==> config.mk <==
export PLATFORM = sky130hd
export DESIGN_NAME = stream_upsizer
export DESIGN_NICKNAME = d
export VERILOG_FILES = /design/src/rtl/stream_upsizer_pkg.sv /design/src/rtl/stream_upsizer.sv
export SDC_FILE = /design/constraint.sdc
export NUM_CORES = 1
export LEC_CHECK = 0
export ABC_AREA = 1
export CAP_MARGIN = 10
export CORE_MARGIN = 3
export CORE_UTILIZATION = 41
export DETAILED_ROUTE_END_ITERATION = 8
export SYNTH_ARGS = -nofsm -noshare
export SYNTH_HDL_FRONTEND = slang
export SYNTH_SLANG_ARGS = --single-unit
==> constraint.sdc <==
create_clock -name clk -period 3.8 [get_ports clk]
set_input_delay 0.95 -clock clk [delete_from_list [all_inputs] [get_ports clk]]
set_output_delay 0.95 -clock clk [all_outputs]
set_load 0.1 [all_outputs]
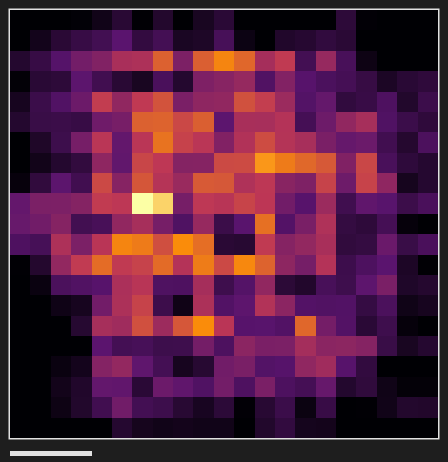
(signal metal coverage by tile)
The bar under the picture is 20 um long. The die is cut into 21 by 21 equal tiles; black is low, pale yellow is high, scaled to the fullest tile. Values are wire area over tile area, all layers added.
nearly empty tiles: 16%
fullest tile: 0.56
densest ninth of the die: middle
tiles over half the peak: 13%
Routed wire per std cell: 13.2 um
Post-Route WL: 9440 um

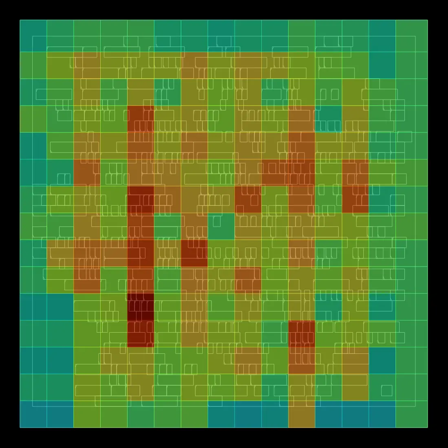
(routing congestion map)
met2 Resource Use GR: 0.274
Final Util: 0.505
met3 Resource Use GR: 0.0315
GRT busiest layer: met2
GRT met1 Usage: 0.263

==> results.py <==
# Generated from Yosys and OpenROAD reports
metrics = {
    "synthesis": {
        "xor_area_frac": 0,
        "yosys-top-cells-area": "dfrtp_1, nand2_1, nand3_1, inv_1, a21oi_1",
        "ys_chip_area_um2": 4000,
        "largest_area_cell": "dfrtp_1",
        "aoi_share": 0.0613,
        "synth_area_per_cell_um2": 7.36,
        "edf_count": 0,
        "ff_type": "dfrtp_1",
        "mux_area_frac": 0,
        "yosysWarningCount": 0,
        "yosys.cell_count.top_type": "nand2_1",
        "yosys_cells": 544,
        "synth.logic.top_family": "simple AND/OR/NAND/NOR gates",
        "simple_gate_area_frac": 0.317,
        "synth-async-reset-ratio": 1.00,
    },
    "power_and_ir_drop": {
        "maxPowerGroup": "combinational cells",
        "power_density_nw_per_um2": 707,
        "clockPowerShare": 0.219,
        "powerComb_mw": 1.55,
        "swShare": 0.477,
        "p_switching_mw": 1.60,
        "pwr-share-comb": 0.463,
        "p_int_mw": 1.75,
        "pg_seq_mw": 1.06,
    },
    "sta": {
        "rsz0062_at_grt": "no",
        "tns_ns": 0,
        "finalClockPeriodUsage": 0.746,
        "slew_viol_final": 0,
        "finalHoldViolations": 0,
        "tightest_slew_ns": 1.03,
        "post-route-min-period_ns": 2.83,
        "fin_ws_ns": 0.967,
        "clock_skew_ns": 0.0120,
        "timing.hold.ws_ns": 0.487,
    },
    "detailed_routing": {
        "via_per_inst": 4.79,
        "top_layer": "met4",
        "drt_iter0_markers": 273,
        "drtPass1Iterations": 4,
        "wl_met1_um": 4470,
        "ant_nets": 0,
    },
    "worst_setup_path": {
        "cp_max_fo": 3,
        "cp_top_family": "buffers and inverters",
        "critPathSlowestCell": "clkdlybuf4s50_1",
        "r2r_slack_ns": 1.71,
        "crit_arrival_ns": 1.88,
        "cp_cell_sequence": "clkdlybuf4s50_1",
        "r2r_cells": 9,
        "worstPathRequired_ns": 2.85,
        "critPathBufInv": 1,
        "end_kind": "primary output",
        "cpPeakStageDelay_ns": 1.15,
    },
    "clock_tree": {
        "clkSinkCount": 78,
        "cts_tree": "yes",
        "holdBufCountCts": 0,
        "clockBufferDepth": 2,
        "clk_pin_slew_ns": 0.08,
        "numCtsBuffers": 9,
        "root_buffer": "clkbuf_8",
        "h-tree-depth": 3,
    },
    "placement": {
        "portBuffers": 51,
        "dp_hpwl_um": 5940,
        "dp_slack_ns": 1.29,
        "place.gp.congestion": 0.780,
    },
    "floorplan": {
        "num_io_pins": 52,
        "n_tap_cell": 129,
        "dieWidth_um": 105,
        "initial_core_util": 0.427,
        "num_rows": 35,
    },
    "global_routing": {
        "antenna_found_initial": 0,
        "track_usage": 0.181,
        "grt_pass1_vias": 3237,
        "grt-ovfl-total": 0,
        "grt_max_degree": 79,
        "grt_first_pass_wirelength_um": 16200,
    },
    "final_layout": {
        "comb_area_um2": 1570,
        "final-clk-cell-share": 0.0494,
        "syn_to_final_growth_pct": 18.3,
        "dominant_cells": "registers",
        "logic_gate_count": 364,
        "bufAreaShareNonClock": 0.118,
        "comb_share": 0.330,
        "inverters": 71,
        "layout-drive-gt1-share": 0.0494,
        "clock_buffer_count": 13,
        "antenna_cells": 0,
        "seq_area_frac": 0.412,
        "signal_buffers": 58,
    },
    "run": {
        "drv_cap": 0,
        "tool_warnings": 29,
    },
    "run_status": {
        "run_status": "complete, no violations",
    },
}
Power is estimated from default activity; no workload was simulated.
